`config.mk`:
```
export PLATFORM = sky130hd
export DESIGN_NAME = mii_tx_nibble_ser
export DESIGN_NICKNAME = d
export VERILOG_FILES = /design/src/rtl/eth_pkg.sv /design/src/rtl/mii_ifg_timer.sv /design/src/rtl/mii_tx_nibble_ser.sv
export SDC_FILE = /design/constraint.sdc
export NUM_CORES = 1
export LEC_CHECK = 0
export CAP_MARGIN = 20
export CORE_AREA = 3 3 75 77
export DETAILED_ROUTE_END_ITERATION = 7
export DIE_AREA = 0 0 78 80
export GPL_TIMING_DRIVEN = 0
export HOLD_SLACK_MARGIN = 0.08
export PLACE_DENSITY = 0.78
export SYNTH_ARGS = -nofsm -noshare
export SYNTH_HDL_FRONTEND = slang
export SYNTH_SLANG_ARGS = --single-unit
```
`constraint.sdc`:
```
create_clock -name clk -period 2.2 [get_ports clk]
set_input_delay 0.33 -clock clk [delete_from_list [all_inputs] [get_ports clk]]
set_output_delay 0.33 -clock clk [all_outputs]
set_load 0.01 [all_outputs]
```
`src/rtl/eth_pkg.sv`:
```
// Shared Ethernet TX/RX definitions: serializer state encoding and preamble constants.
// Optional feature macro used by the serializer: MII_TX_PREAMBLE_EN.
package eth_pkg;

    typedef enum logic [2:0] {
        ST_IDLE,
        ST_PRE,
        ST_LO,
        ST_HI,
        ST_UNDR,
        ST_DRAIN,
        ST_IFG
    } tx_ser_state_t;

    localparam logic [3:0]  PREAMBLE_NIBBLE   = 4'h5;
    localparam logic [3:0]  SFD_NIBBLE        = 4'hD;
    localparam int unsigned PREAMBLE_NIBBLES  = 16;
    localparam int unsigned DEFAULT_IFG_BYTES = 12;

endpackage

```
`src/rtl/mii_ifg_timer.sv`:
```
// Inter-frame gap timer: load starts a LEN-cycle window, done_c flags its final cycle.
// Shared by the MII TX serializer and the RX side.
module mii_ifg_timer #(
    parameter int unsigned LEN = 24
) (
    input  logic clk,
    input  logic rst,
    input  logic i_load,
    input  logic i_en,
    output logic o_done_c
);

    localparam int unsigned W = (LEN == 0) ? 1 : $clog2(LEN + 1);

    logic [W-1:0] r_cnt;

    always_ff @(posedge clk or posedge rst) begin
        if (rst) begin
            r_cnt <= '0;
        end else if (i_load) begin
            r_cnt <= W'(LEN);
        end else if (i_en && (r_cnt != '0)) begin
            r_cnt <= r_cnt - W'(1);
        end
    end

    assign o_done_c = (r_cnt <= W'(1));

endmodule

```
`src/rtl/mii_tx_nibble_ser.sv`:
```
// Byte-stream to 4-bit MII TX serializer (low nibble first) with IFG, underrun signalling and status counters.
// Define MII_TX_PREAMBLE_EN to have the block generate preamble/SFD itself.
module mii_tx_nibble_ser
    import eth_pkg::*;
#(
    parameter int unsigned IFG_BYTES = DEFAULT_IFG_BYTES,
    parameter int unsigned CNT_W     = 16
) (
    input  logic             clk,
    input  logic             rst,
    input  logic [7:0]       s_data,
    input  logic             s_valid,
    input  logic             s_last,
    output logic             s_ready,
    output logic [3:0]       mii_txd,
    output logic             mii_tx_en,
    output logic             mii_tx_er,
    output logic             busy,
    output logic [CNT_W-1:0] frame_cnt,
    output logic [CNT_W-1:0] underrun_cnt
);

    localparam int unsigned IFG_CYCLES = 2 * IFG_BYTES;

    if (IFG_BYTES == 0) begin : g_bad_ifg
        $error("mii_tx_nibble_ser: IFG_BYTES must be non-zero");
    end

    tx_ser_state_t    r_state;
    logic [7:0]       r_byte;
    logic             r_last;
    logic [3:0]       r_txd;
    logic             r_tx_en;
    logic             r_tx_er;
    logic [CNT_W-1:0] r_frame_cnt;
    logic [CNT_W-1:0] r_underrun_cnt;
`ifdef MII_TX_PREAMBLE_EN
    localparam logic [4:0] PRE_LAST = 5'(PREAMBLE_NIBBLES);
    localparam logic [4:0] PRE_SFD  = 5'(PREAMBLE_NIBBLES - 1);
    logic [4:0]       r_pre_cnt;
`endif

    logic w_ready;
    logic w_xfer;
    logic w_ifg_load;
    logic w_ifg_done;

    // Ready depends only on the current state (and the latched last flag in HI).
    always_comb begin
        w_ready = 1'b0;
        case (r_state)
            ST_IDLE:  w_ready = 1'b1;
            ST_HI:    w_ready = !r_last;
            ST_DRAIN: w_ready = 1'b1;
            default:  w_ready = 1'b0;
        endcase
    end

    assign w_xfer     = s_valid && w_ready;
    assign w_ifg_load = ((r_state == ST_HI) && r_last) ||
                        ((r_state == ST_DRAIN) && w_xfer && s_last);

    mii_ifg_timer #(
        .LEN (IFG_CYCLES)
    ) u_ifg_timer (
        .clk      (clk),
        .rst      (rst),
        .i_load   (w_ifg_load),
        .i_en     (r_state == ST_IFG),
        .o_done_c (w_ifg_done)
    );

    // MII outputs are computed on the transition into the state that drives them.
    always_ff @(posedge clk or posedge rst) begin
        if (rst) begin
            r_state        <= ST_IDLE;
            r_byte         <= '0;
            r_last         <= 1'b0;
            r_txd          <= '0;
            r_tx_en        <= 1'b0;
            r_tx_er        <= 1'b0;
            r_frame_cnt    <= '0;
            r_underrun_cnt <= '0;
`ifdef MII_TX_PREAMBLE_EN
            r_pre_cnt      <= '0;
`endif
        end else begin
            r_txd   <= '0;
            r_tx_en <= 1'b0;
            r_tx_er <= 1'b0;
            case (r_state)
                ST_IDLE: begin
                    if (w_xfer) begin
                        r_byte  <= s_data;
                        r_last  <= s_last;
                        r_tx_en <= 1'b1;
`ifdef MII_TX_PREAMBLE_EN
                        r_state   <= ST_PRE;
                        r_txd     <= PREAMBLE_NIBBLE;
                        r_pre_cnt <= 5'd1;
`else
                        r_state <= ST_LO;
                        r_txd   <= s_data[3:0];
`endif
                    end
                end
`ifdef MII_TX_PREAMBLE_EN
                ST_PRE: begin
                    r_tx_en <= 1'b1;
                    if (r_pre_cnt == PRE_LAST) begin
                        r_state <= ST_LO;
                        r_txd   <= r_byte[3:0];
                    end else begin
                        r_pre_cnt <= r_pre_cnt + 5'd1;
                        r_txd     <= (r_pre_cnt == PRE_SFD) ? SFD_NIBBLE : PREAMBLE_NIBBLE;
                    end
                end
`endif
                ST_LO: begin
                    r_state <= ST_HI;
                    r_txd   <= r_byte[7:4];
                    r_tx_en <= 1'b1;
                end
                ST_HI: begin
                    if (r_last) begin
                        r_state     <= ST_IFG;
                        r_frame_cnt <= r_frame_cnt + CNT_W'(1);
                    end else if (w_xfer) begin
                        r_state <= ST_LO;
                        r_byte  <= s_data;
                        r_last  <= s_last;
                        r_txd   <= s_data[3:0];
                        r_tx_en <= 1'b1;
                    end else begin
                        r_state <= ST_UNDR;
                        r_tx_en <= 1'b1;
                        r_tx_er <= 1'b1;
                    end
                end
                ST_UNDR: begin
                    r_state <= ST_DRAIN;
                    if (r_underrun_cnt != '1) begin
                        r_underrun_cnt <= r_underrun_cnt + CNT_W'(1);
                    end
                end
                ST_DRAIN: begin
                    if (w_xfer && s_last) begin
                        r_state <= ST_IFG;
                    end
                end
                ST_IFG: begin
                    if (w_ifg_done) begin
                        r_state <= ST_IDLE;
                    end
                end
                default: r_state <= ST_IDLE;
            endcase
        end
    end

    assign s_ready      = w_ready && !rst;
    assign mii_txd      = r_txd;
    assign mii_tx_en    = r_tx_en;
    assign mii_tx_er    = r_tx_er;
    assign busy         = (r_state != ST_IDLE);
    assign frame_cnt    = r_frame_cnt;
    assign underrun_cnt = r_underrun_cnt;

endmodule
```
**Run 1: clock routing**

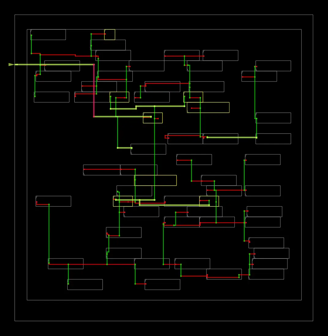
Clock Skew: 0.00868 ns
Clock Latency Late Sink: 0.31 ns
total clock buffers created by CTS: 5
count of clock buffers in the final design: 5
clock network power: 766 uW

**Run 1: wire density map**

16 x 16 tiles, from dark blue (low) to red (high), scaled to the fullest tile. Values are wire area over tile area, all layers added.
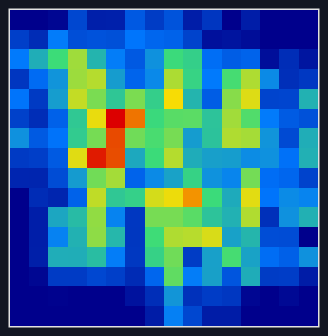
- emptiest ninth of the die: lower left
- densest ninth of the die: center
- tiles over half the peak: 20%
- fullest tile: 0.46

==> results.txt, run 1 <==
Notes on the flow run.

- The flow ran to the end, and the final reports show no timing, DRC or antenna violations.
- The startpoint of the worst setup timing path is r_state[2]$_DFFE_PP0P_, for reference.
- TritonCTS built the clock tree.
- The synthesis-to-finish area growth is 30.5%, for reference.
- Per the post-synthesis report, the nets total 258.
- The worst setup path is captured at an output pin.
- The worst setup path is launched from a flop.
- The die extent in y is ~80 um, for reference.
- The end point of the critical path is busy, for reference.
- The worst min-delay path class is in2async, for reference.
- The sum of overflow across all layers after global routing is 0, for reference.
- The number of antenna violations at the first check in global routing was 0.
- The layout summary lists the proportion of cells stronger than drive strength 1 as 0.117.
- The top layer used by detailed routing is met4, for reference.
- After synthesis the cells add up to ~2500 um2.
- Hold timing on the final database bottoms out at a slack of 0.367 ns.
- The part of the Yosys area used for sequential elements is 0.504, for reference.
- The endpoint required time on the critical path is 1.87 ns, for reference.
- The total met3 wirelength after detailed routing is 248 um, for reference.
- The power report attributes to the combinational group a share of 0.339.
- The headroom to the max-slew limit is 0.495, for reference.
- In the Yosys report the total cell count is between 200 and 250.
- The final layout contains 318 nets.
- The report shows a maximum critical-path fanout of 8.
- Per the log, the first TritonRoute iteration ended with a DRC count of 135.
- The family of cells with the greatest summed delay on the critical path is buffers and inverters, for reference.
- Looking at the reg2reg group, the worst path ends at underrun_cnt[14]$_DFFE_PP0P_.
- The number of buffers on the longest clock path is 2, for reference.
- The global routing met1 resource utilization is 0.206, for reference.
- Entering global routing, the biggest net connects 33 pins.
- The ratio of routed vias to standard cells is 5.37, for reference.
- Per the post-run analysis, buffers plus inverters along the critical path come to 2.
- The post-route total power is 3160 uW, for reference.
- The area share of xor/xnor cells in the synthesized design is 0.100, for reference.
- The combinational gate area is 1200 um2, for reference.
- The first global-routing pass estimated approximately 8700 um of wire.
- The net switching power in the latest report is 1050 uW.
- The critical path's slowest stage uses the library cell clkdlybuf4s50_1.
- The report counts max-capacitance violations totalling 0.
- The detail route stage leaves a number of antenna-violating nets equal to 0.
- According to the report, the first pass of detailed routing completed in 4 iterations.
- After synthesis, the most frequently instantiated cells are 51 x dfrtp_1, 19 x xnor2_1, 18 x nand2_1, 18 x nor2_1, 13 x nor3_1.
- The heaviest power group is registers, for reference.
- At the pin with the least slew margin, the transition time is 0.738 ns.
- The area fraction in mux cells is 0.0400, for reference.
- The final timing summary puts the cycle share of the worst path at 0.933.
- The sequential power is about 1300 uW, for reference.
- The largest area contributor in the synthesized netlist is dfrtp_1, for reference.
**Run 1: placed cells, one color a class**

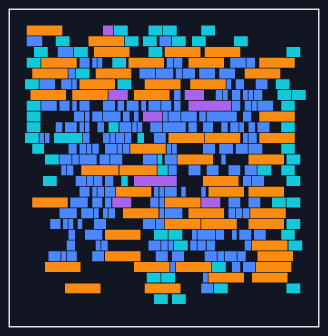
- clock drivers and dummy loads: purple (cells 8; share of their area 4.2%)
- remaining buffers and delay cells: cyan (cells 57; share of their area 17%)
- registers: orange (cells 51; share of their area 40%)
- remaining logic cells: blue (cells 184; share of their area 39%)
Rows: 26
fraction of area in registers: 0.387
fraction of the core area covered by cells at the end of the flow: 0.651
core box area: 5070 um2
cell area after layout: 3310 um2

**Run 1: sequential cells grouped by signal name**

Other sequential cells in the stronger gray, the rest of the logic in the fainter gray.
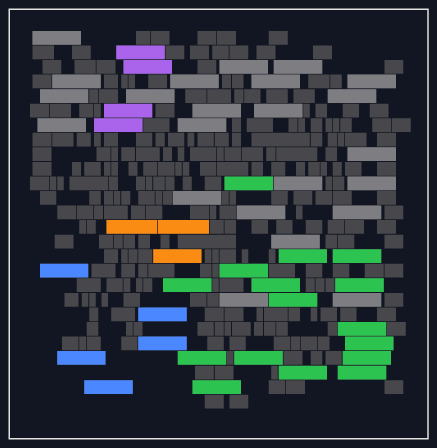
- mii_txd: purple (placed flops 4)
- r_state: orange (placed flops 3)
- frame_cnt: green (placed flops 16)
- u_ifg_timer.r_cnt: blue (placed flops 5; where lower left)
- not colored: 23

## run 1: metrics by stage
| stage | TNS (ns) | setup slack (ns) | instances | cell area, um2 |
|---|---|---|---|---|
| after CTS | 0 | 0.0973 | 370 | 3300 |
| after global placement | -17.41 | -0.344 | 360 | 3130 |
| final | 0 | 0.148 | 370 | 3310 |
| after detailed placement | 0 | 0.169 | 361 | 3150 |
| after global routing | 0 | 0.0311 | 370 | 3310 |
| after floorplan | 0 | 0.323 | 239 | 2530 |
## run 1: flip-flops by register name, summed over array words and instances (netlist names)
| register | cells |
|---|---|
| mii_txd | 4 |
| frame_cnt | 16 |
| r_last | 1 |
| mii_tx_er | 1 |
| u_ifg_timer.r_cnt | 5 |
| r_byte | 4 |
| mii_tx_en | 1 |
| r_state | 3 |
| underrun_cnt | 16 |
## run 1: area by class of cell
class	count	share of cell area
Buffer	4	0.00643
Clock buffer	5	0.0208
Clock inverter	3	0.0204
Inverter	11	0.0125
Multi-Input combinational cell	173	0.364
Sequential cell	51	0.387
Tap cell	70	0.0265
Timing Repair Buffer	53	0.162
## run 1: worst register-to-register path, stage by stage, from the launching register on
cell     delay, ns
dfrtp_1       0.43
ha_1          0.22
nand4_1       0.23
or3_4         0.43
nor4_1        0.23
mux2_2        0.37
## run 1: repair_timing
item                       CTS  global route
hold buffers                 0             0
setup endpoints to repair    1             3
gates resized                4             1
setup buffers                1             0
## run 1: placed cells by master (no fill, tap or decap), types with 3 or more instances in the layout
master           count
clkdlybuf4s50_1     50
nand4b_1             3
nor4_1               4
inv_1               10
xnor2_1             19
clkbuf_8             5
a21oi_1              7
mux2_2               9
a22oi_1              4
dfrtp_1             49
ha_1                 7
nand2b_1             3
nor3_1              13
o21ai_0              5
nand2_1             18
nor2_1              18
nand3b_1             4
nand3_1             10
nand4_1             10
xor2_1              10
## Run 2: what changed since run 1
- CAP_MARGIN: 20 -> default
==> run 2 against run 1 <==
Clock skew unchanged. Sequential share of layout area did not move. Area after synthesis unchanged. Critical path type unchanged. Highest routed layer unchanged. Routed wire length is the same. Final area did not move. Maximum frequency unchanged.
==> results.txt, run 2 <==
Notes on the flow run.

- The run finished with clean final reports.
- The wire length of the first global-routing pass is 8740 um, for reference.
- The number of buffers on the longest clock path is 2, for reference.
- The cell-mix breakdown from Yosys lists the XOR/XNOR area share as 0.100.
- The area of the core is between 5000 and 6000 um2, for reference.
- The master of the slowest instance on the critical path is clkdlybuf4s50_1, for reference.
- Per the cell usage report, the commonest logic cell in the layout is clkdlybuf4s50_1.
- The clock latency of the later-clocked register in the worst-skew pair is 0.31 ns, for reference.
- The category of the worst setup path capture point is an output pin, for reference.
- The placement-stage worst setup slack is 0.169 ns, for reference.
- The finished cells cover 3310 um2.
- Of the total power, combinational logic draws 0.339.
- For this run, the number of standard cells in the final layout without fillers is approximately 370.
- The fraction of layout instances using a drive strength above 1 is 0.117, for reference.
- The transition at the pin with the smallest max-transition slack is 0.738 ns, for reference.
- The post-route total power is between 3000 and 4000 uW, for reference.
- The final timing report lists clock skew as 0.00868 ns.
- The worst-path maximum fanout is 8, for reference.
- met1 track demand over resource after global routing is 0.206.
- Entering global routing, the biggest net connects 33 pins.
- When the netlist entered floorplanning its net count stood at roughly 260.
- The area fraction in mux cells is 0.0400, for reference.
- The tool flagged a number of max-cap violations equal to 0.
- The number of buffers inserted by hold repair at cts is 0, for reference.
- After synthesis, the most frequently instantiated cells are 51 x dfrtp_1, 19 x xnor2_1, 18 x nand2_1, 18 x nor2_1, 13 x nor3_1.
- TritonCTS built the clock tree.
- The headroom to the max-slew limit is 0.495, for reference.
- The endpoint required time on the critical path is 1.87 ns, for reference.
- The net switching power is roughly 1100 uW, for reference.
- STA classifies the critical path startpoint as a flop.
- The sum of negative setup slack is 0 ns, for reference.
- In the post-route analysis, the smallest setup slack over all paths is roughly 0.15 ns.
- The total met3 wirelength after detailed routing is 248 um, for reference.
- Including well taps, the total number of placed cells is about 360.
- For this run, the share of the core covered by cells in the final layout is 0.651.
[run 2: cell counts in the layout (fill, tap and decap cells not counted)]
Identical to the previous run, type by type.
[run 2: repair_timing]
item                                    in CTS  in global routing
endpoints found under the setup margin       1                  3
buffers inserted                             1                  0
gates cloned                                 0                  0
resized                                      4                  1
[run 2: cell type report]
type	count	area, um2
Inverter	11	41.3
Tap cell	70	87.6
Timing Repair Buffer	53	537
Fill cell	421	1770
Buffer	4	21.3
Sequential cell	51	1280
Clock buffer	5	68.8
Multi-Input combinational cell	173	1200
Clock inverter	3	67.6
[run 2: worst max-delay path: cells and delay by family (launching register included)]
family,cells,cell delay [ns]
AND/OR/NAND/NOR,1,0.35
flip-flops,1,0.41
buffers and inverters,2,0.66
[run 2: worst paths after layout]
check / start / endpoint / slack (ns) / cells past startpoint
hold / removal: rst / underrun_cnt[4]$_DFFE_PP0P_ / 0.37 / 2
setup reg to reg: underrun_cnt[0]$_DFFE_PP0P_ / underrun_cnt[14]$_DFFE_PP0P_ / 0.18 / 5
setup / recovery: r_state[2]$_DFFE_PP0P_ / busy / 0.15 / 3
min in group clk: frame_cnt[15]$_DFFE_PP0P_ / frame_cnt[15]$_DFFE_PP0P_ / 0.48 / 1
max in group asynchronous: rst / r_state[2]$_DFFE_PP0P_ / 1.31 / 3
hold reg to reg: frame_cnt[15]$_DFFE_PP0P_ / frame_cnt[15]$_DFFE_PP0P_ / 0.48 / 1
[run 2: power by group through the flow]
| stage | Combinational, uW | Clock (uW) | Sequential (uW) |
|---|---|---|---|
| floorplan | 660 | 0 | 1340 |
| global placement | 1020 | 0 | 1330 |
| detailed placement | 1060 | 0 | 1340 |
| CTS | 1070 | 779 | 1320 |
| global route | 1180 | 830 | 1350 |
| finish | 1070 | 766 | 1320 |
**Run 2: clock distribution**

Bar = 20 um.
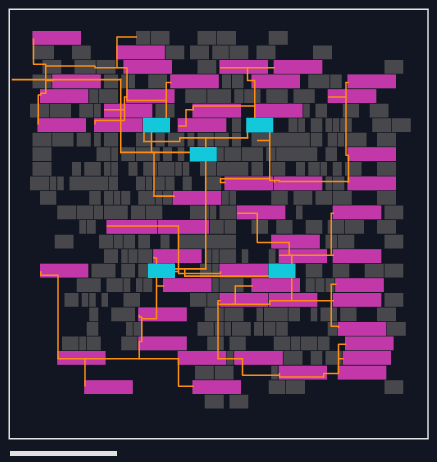
- clock-net drivers: cyan (count 5)
- flip-flops: magenta (count 51)
- clock wires: orange (length 590 um)
- flops lie: widely spread
- routed clock nets: 6

**Run 2: placed cells, one color a class**

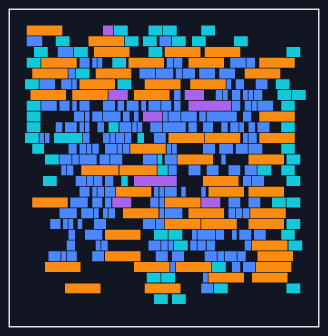
- remaining buffers and delay cells: cyan (cells 57; share of their area 17%)
- clock drivers and dummy loads: purple (cells 8; share of their area 4.2%)
- remaining logic cells: blue (cells 184; share of their area 39%)
- registers: orange (cells 51; share of their area 40%)

## Run 3: what changed since run 2
- GPL_TIMING_DRIVEN: 0 -> default
==> run 3 against run 2 <==
Maximum frequency shrank 0.24%. Sequential cell count unchanged. Core utilization up 0.96 points. Synthesized cell count is the same. Total power shrank 3.4%. Register-to-register slack improved by 0.15 ns. Die size is the same. Hold slack improved by 0.035 ns. Setup slack lost 0.0049 ns. Final cell count is 2.4% higher. Via count rose by 2.0%. Area after synthesis did not move. Critical path type unchanged. Largest cell class unchanged. Largest power group unchanged. Highest routed layer unchanged.
==> results.txt, run 3 <==
Notes on the flow run.

- The flow ran to the end, and the final reports show no timing, DRC or antenna violations.
- The number of standard cells in the layout, taps in and fillers out is 379, for reference.
- The wire length of the first global-routing pass is 8200 um, for reference.
- Looking at the reg2reg group, the worst path starts from r_state[1]$_DFFE_PP0P_.
- The clock tree from TritonCTS is yes, for reference.
- The number of global-route vias before repair is 1811, for reference.
- Per the placement report, the placed cell count is between 300 and 400.
- After floorplanning, the core was divided into 26 placement rows.
- The count of instantiated cells in the yosys netlist is around 240, for reference.
- The largest area contributor in the synthesized netlist is dfrtp_1, for reference.
- The timing report attributes the biggest portion of critical-path delay to buffers and inverters.
- The endpoint required time on the critical path is 1.87 ns, for reference.
- The total number of nets in the final design is 327, for reference.
- The die extent in y is 80 um, for reference.
- The library cell used most frequently in the layout, excluding fill and tap cells, is clkdlybuf4s50_1.
- The worst min-delay path class is in2async, for reference.
- The part of the cycle the worst path needs is 0.935, for reference.
- After synthesis the cells add up to around 2500 um2.
- Of the cells placed in the final design, the portion with a size suffix greater than 1 is 0.146.
- In the log, the iteration count for the first detailed-route pass is 4.
- The number of antenna violations at the first check in global routing came to 0.
- The number of buffers and inverters on the critical path is 1, for reference.
- Timing analysis after detailed placement gives a worst setup slack of roughly 0.24 ns.
- The max-slew check reports its worst relative slack as 0.699.
- Entering global routing, the biggest net connects ~52 pins.
- The startpoint of the worst setup timing path is r_state[1]$_DFFE_PP0P_, for reference.
- The number of routed nets with antenna violations is 0, for reference.
- Using the TritonRoute via totals, the vias-per-cell ratio works out to 5.34.
- The synthesis-to-finish area growth is 32.4%, for reference.
- The master of the slowest instance on the critical path is clkdlybuf4s50_1, for reference.
- The transition at the pin with the smallest max-transition slack is ~0.44 ns, for reference.
- The sum of overflow across all layers after global routing is 0, for reference.
- The startpoint kind of the worst setup timing path is a flop, for reference.
- In this run, post-CTS hold repair placed 0 buffers.
- CTS reports a maximum clock tree buffer depth of 2.
- Setup total negative slack on the finished layout was measured at 0 ns.
- The area fraction in mux cells is 0.0400, for reference.
- The post-route core utilization is 0.661, for reference.
- The share of the Yosys chip area taken by registers is 0.504.
- The area share of xor/xnor cells in the synthesized design is 0.100, for reference.
- The total clock buffers created by CTS is 5, for reference.
- The post-synthesis async set-or-reset flop share is 1.00, for reference.
- The number of nets handed over by synthesis was 258.
==> run 3: timing repair <==
action                     CTS  global route
gates resized                2             2
buffers inserted             0             5
setup endpoints to repair    1             1
==> run 3: stage by stage <==
stage	total power [uW]	area [um2]	hold slack (ns)
3_3_place_gp	2360	3200	0.460
2_1_floorplan	1990	2530	0.401
4_1_cts	3050	3320	0.413
3_5_place_dp	2390	3200	0.475
5_1_grt	3280	3350	0.446
6_report	3050	3350	0.401
==> run 3: path summary, 6_finish.rpt <==
path	endpoint	slack [ns]	depth (start not counted)
setup / recovery	busy	0.14	2
hold / removal	u_ifg_timer.r_cnt[0]$_DFFE_PP0P_	0.40	3
setup reg to reg	underrun_cnt[14]$_DFFE_PP0P_	0.33	4
hold reg to reg	frame_cnt[15]$_DFFE_PP0P_	0.48	1
max in group asynchronous	r_state[0]$_DFFE_PP0P_	1.55	3
min in group clk	frame_cnt[15]$_DFFE_PP0P_	0.48	1
==> run 3: layout make-up <==
class                           count  area [um2]
Clock buffer                        5        68.8
Clock inverter                      3        43.8
Fill cell                         423        1720
Inverter                           11        41.3
Multi-Input combinational cell    173        1200
Sequential cell                    51        1280
Tap cell                           70        87.6
Timing Repair Buffer               66         636
==> run 3: where the power goes <==
| part | internal (uW) | leakage (uW) | total [uW] | switching (uW) |
|---|---|---|---|---|
| combinational | 548 | 0.000725 | 1050 | 506 |
| sequential | 1130 | 0.000668 | 1360 | 224 |
| clock | 339 | 0.0000581 | 646 | 307 |
==> run 3: layer usage <==
layer | wire, um | vias to the layer above | track usage | part of all wire
met5 | 0 | - | 0 | 0
met4 | 22 | 0 | 0.0507 | 0.0044
met3 | 232 | 2 | 0.0395 | 0.046
met2 | 2550 | 58 | 0.277 | 0.51
met1 | 2220 | 970 | 0.210 | 0.44
li1 | - | 995 | - | -
**Run 3: clock routing**

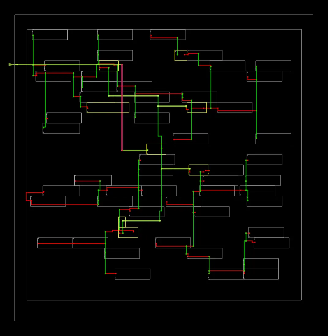
sequential cell count: 51
Clock Latency Late Sink: 0.30 ns
Clock Skew: 0.00665 ns

**Run 3: clock distribution**

Bar = 20 um.
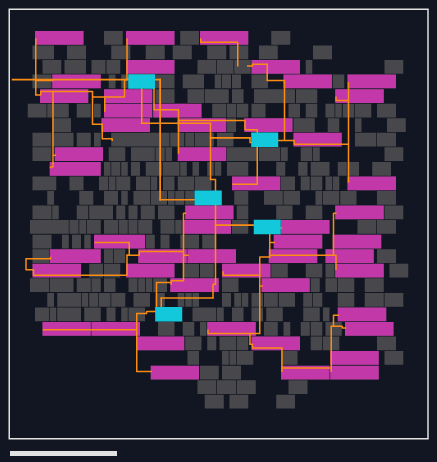
- clock-net drivers: cyan (count 5)
- flip-flops: magenta (count 51)
- clock wires: orange (length 564 um)
- flops lie: widely spread
- routed clock nets: 6

Power is estimated from default activity; no workload was simulated.
